**Metal 1**

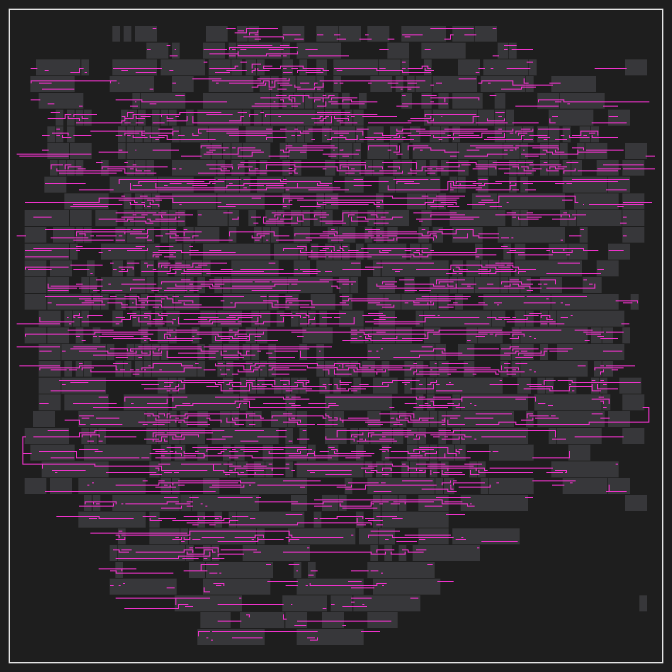
**Met2 routing**

Scale bar: 20 um.
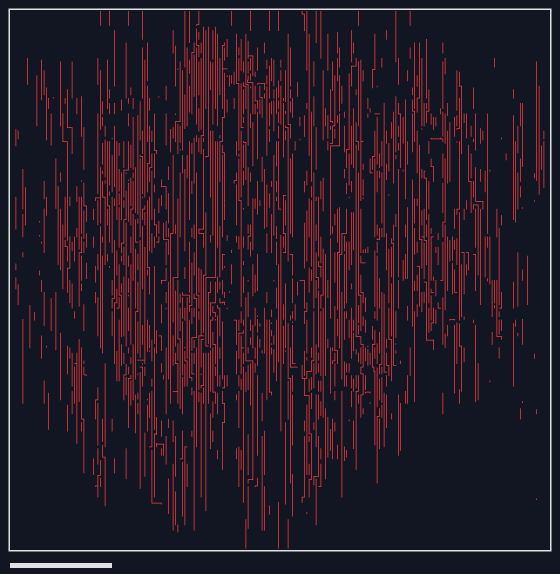
**Signal wires on met3**

Scale bar: 20 um.
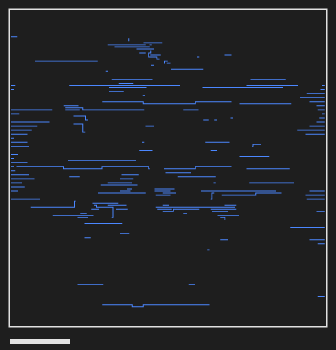
==> config.mk <==
export PLATFORM = sky130hd
export DESIGN_NAME = cachel1
export DESIGN_NICKNAME = d
export VERILOG_FILES = /design/src/rtl/cache_pkg.sv /design/src/rtl/cachel1_array.sv /design/src/rtl/cachel1.sv
export SDC_FILE = /design/constraint.sdc
export NUM_CORES = 1
export LEC_CHECK = 0
export ABC_AREA = 1
export CORE_MARGIN = 2
export CORE_UTILIZATION = 50
export CTS_CLUSTER_DIAMETER = 120
export CTS_CLUSTER_SIZE = 14
export DETAILED_ROUTE_END_ITERATION = 6
export PLACE_DENSITY = 0.75
export SLEW_MARGIN = 20
export SYNTH_ARGS = -nofsm -noshare
export SYNTH_HDL_FRONTEND = slang
export SYNTH_SLANG_ARGS = --single-unit
==> constraint.sdc <==
create_clock -name clock -period 3.1 [get_ports clock]
set_clock_uncertainty 0.1 [all_clocks]
set_input_delay 0.31 -clock clock [delete_from_list [all_inputs] [get_ports clock]]
set_output_delay 0.31 -clock clock [all_outputs]
set_load 0.05 [all_outputs]
==> ci_impl_report.md <==
### Yosys + OpenROAD results

| Metric | Value |
|---|---|
| Leading cell kind | `sequential cells` |
| Switching power summed over all nets | `2.655 mW` |
| Fraction of area in clock buffers and inverters | `0.03861` |
| Highest attainable clock frequency | `345.9 MHz` |
| First DRT Iteration DRCs | `359` |
| Clock buffers created by TritonCTS | `9` |
| Data arrival time at the worst-slack endpoint | `3.08 ns` |
| # clock sinks | `107` |
| Post-Route Hold Slack | `0.3622 ns` |
| Result of the run | `completed` |
| Area growth from synthesis to layout | `21.80%` |
| Overall die area | `0.01121 mm^2` |
| Max H-tree Level | `3` |
| Proportion of layout cells with a drive suffix above 1 | `0.1204` |
| Remaining antenna violation count after routing | `0` |
| Register bit count reported by yosys | `107` |
| Leading cell type in the layout, fill and taps excluded | `nand2_1` |
| Flip-flop and latch area | `0.002665 mm^2` |
| Residual overflow from global routing | `0` |
| Part of the power in registers | `0.304` |
| Number of buffer and inverter instances along the worst setup path | `4` |
| Post-layout utilization of the core | `0.6205` |
| Setup-failing EPs final | `0` |
| Logic pwr share | `0.523` |
| Logic share of the area | `0.3411` |
| Worst-margin pin slew | `0.5660 ns` |
| Synthesized-area fraction occupied by ao, oa, aoi and oai cells | `0.08102` |
| Area share of buffers outside the clock network | `0.1281` |
| Xor/xnor cell area share of the yosys netlist | `0.008440` |
| Worst Slack Setup Final | `0.2086 ns` |
| Main power group | `combinational cells` |
| Filler cells | `902` |
| Cell area after synthesis | `0.005189 mm^2` |
| Post-route non-filler standard cell count | `850` |
| Count of plain and timing-repair buffers | `87` |
| Synthesized netlist cell count | `630` |
| Max Buffers Root-to-Sink | `2` |
| Routed vias/inst | `5.527` |
| Max FO, Critical Path | `17` |
| Count of max-cap constraint violations | `0` |
| Final Hold Violation Tally | `0` |
| Clock slew at the register clock pins of the worst setup and hold paths | `0.10 ns` |
| Number of input and output port buffers inserted | `61` |
| Slowest stage cell on the critical path | `dfxtp_2` |
| Post-detailed-placement cell area | `0.005971 mm^2` |
| Mux share | `0.002170` |
| Peak per-stage delay on the critical path | `0.35 ns` |
| Final period util | `0.9327` |
| Met2 routed wirelength | `6949 um` |
| Pin count of the biggest net entering global routing | `23` |
| Net switching share of the total power | `0.4537` |
| Clock latency on the worst-skew pair | `0.38 ns` |
| First-pass GRT wire length | `22380 um` |
| Top cells by instance count after synthesis | `132 x nand2_1, 110 x nor2_1, 64 x inv_1` |
| Combinational power | `3.06 mW` |
| Instance count on the critical path | `15` |
| Number of global-route vias before repair | `4559` |
| Count of boundary I/O pins | `65` |
| Number of clock buffer instances in the layout | `11` |
| Launching element type of the critical path | `register` |
| Yosys cell count | `630` |
| Post-detailed-route DRC marker count | `0` |
| Initial antenna violation count | `0` |
| Number of antenna diodes | `0` |
| Tool Warnings | `29` |
| Total length of routed met3 wires | `1023 um` |
| Synthesized area divided by synthesized cell count | `8.236 um^2` |
| Endpoint type of the worst setup path | `register` |
| Core utilization before placement | `0.5095` |
| FA/HA/MAJ Cells, Area Fraction | `0.01206` |
| Cell count after placement | `828` |
| Worst R2R Setup Slack | `0.21 ns` |
| Most common cell type on the critical path | `nor2_1` |
| Highest signal layer in the routed design | `met4` |
| Register share of the cell area | `0.4217` |
| Design internal power | `3.197 mW` |
| Largest logic family | `simple AND/OR/NAND/NOR gates` |
| Worst Setup Path Type | `reg -> reg` |
| Unique cell type count in the Yosys netlist | `41` |
| Total power of the final layout | `5.852 mW` |
| Number of tap cells added at floorplan | `136` |
| Biggest area cells | `edfxtp_1 30%, dfxtp_1 21%, nand2_1 9.5%` |
| Pre-CTS setup slack | `-0.07695 ns` |
| Wire per inst | `16.67 um` |
| Top flip-flop cell by instance count after synthesis | `dfxtp_1` |
| Number of detailed-route iterations in the first pass | `5` |
| Cell at the root of the clock tree | `clkbuf_8` |
| Clock power frac | `0.173` |
| Non-Filler Cell Area, Final | `0.006320 mm^2` |
| Number of synthesized flops with an enable pin | `52` |
| Worst VDD drop | `572.6 uV` |
| Number of flip-flops in the largest register | `32` |
| Final Max-Slew Violation Tally | `0` |
| Relative slew slack | `0.6203` |
| Total power divided by cell area | `926.0 mW/mm^2` |
| Syn. warnings | `0` |
| Routed met1 length | `5963 um` |
| Post-DP HPWL | `10260 um` |
| Most congested layer reported by global routing | `met2` |
| Final critical delay including setup and external delays | `2.891 ns` |
| Power of the clock network | `1.01 mW` |
| Logic inverters | `73` |
| CP Data Required Time | `3.28 ns` |
| DIE WIDTH | `105.9 um` |
| Hold Buf Count CTS | `0` |
| Most common logic cells in the final layout | `131 x nand2_1, 109 x nor2_1, 64 x inv_1, 61 x clkdlybuf4s50_1, 53 x dfxtp_1` |
| WHS Path Cells | `2` |
| Routability congestion estimate from global placement | `0.9007` |
| RSZ-0062 raised after global routing | `no` |
| Setup_tns | `0 ns` |
| Sequential Power | `1.78 mW` |
| Cell with the most instances after synthesis | `nand2_1` |
| Die Ht | `105.9 um` |
| Placeable core region | `0.01018 mm^2` |
| Fraction of registers with async set/reset | `0` |
| Post-layout nets | `743` |
| Synth area leader | `edfxtp_1` |
| Count of standard-cell rows | `37` |
| Fraction of the mapped netlist area in simple logic gates | `0.2964` |
| Ordered list of cells on the worst path | `inv_1 > ha_4 > inv_2 > nand2_1 > nand2_4 > buf_4 > nor2_2 > inv_2 > o22a_1 > nand3_2 > nor2_1 > nor2_4 > nand4_4 > nor2_1 > nor2_1` |
| Reg2Reg Depth | `15` |
| Static leakage | `2.661 nW` |
| Yosys Chip Area | `0.005189 mm^2` |
| Proportion of synthesized chip area in sequential cells | `0.5131` |
| Kind of cell with the highest combined delay on the critical path | `simple AND/OR/NAND/NOR gates` |
| Area occupied by multi-input gates | `0.002156 mm^2` |
| GRT Util Overall | `0.2571` |
| Quantity of gates resized following cts | `1` |
| Seq Cell Count | `107` |
-- 'metal 1' (at the start) --
The wires run mostly horizontal. The longest straight run is 38.4 um.
count of vias placed by the detailed router: 4698
met1 track demand over resource: 0.3284

-- 'met2 routing' (at the start) --
The layer holds 49% of the routed length. The wires run mostly vertical. The layer carries 6950 um of wire. The longest straight run is 38.4 um.
Total Wirelength: 14170 um
met2 GRT Util: 0.4281

-- 'signal wires on met3' (at the start) --
112 nets have wire on it. The layer carries 1020 um of wire. The layer holds 7.2% of the routed length. The longest straight run is 36.8 um.
Global Route met3 Usage: 0.05690

Power figures rest on the tool's default switching activity, not on a simulated workload.
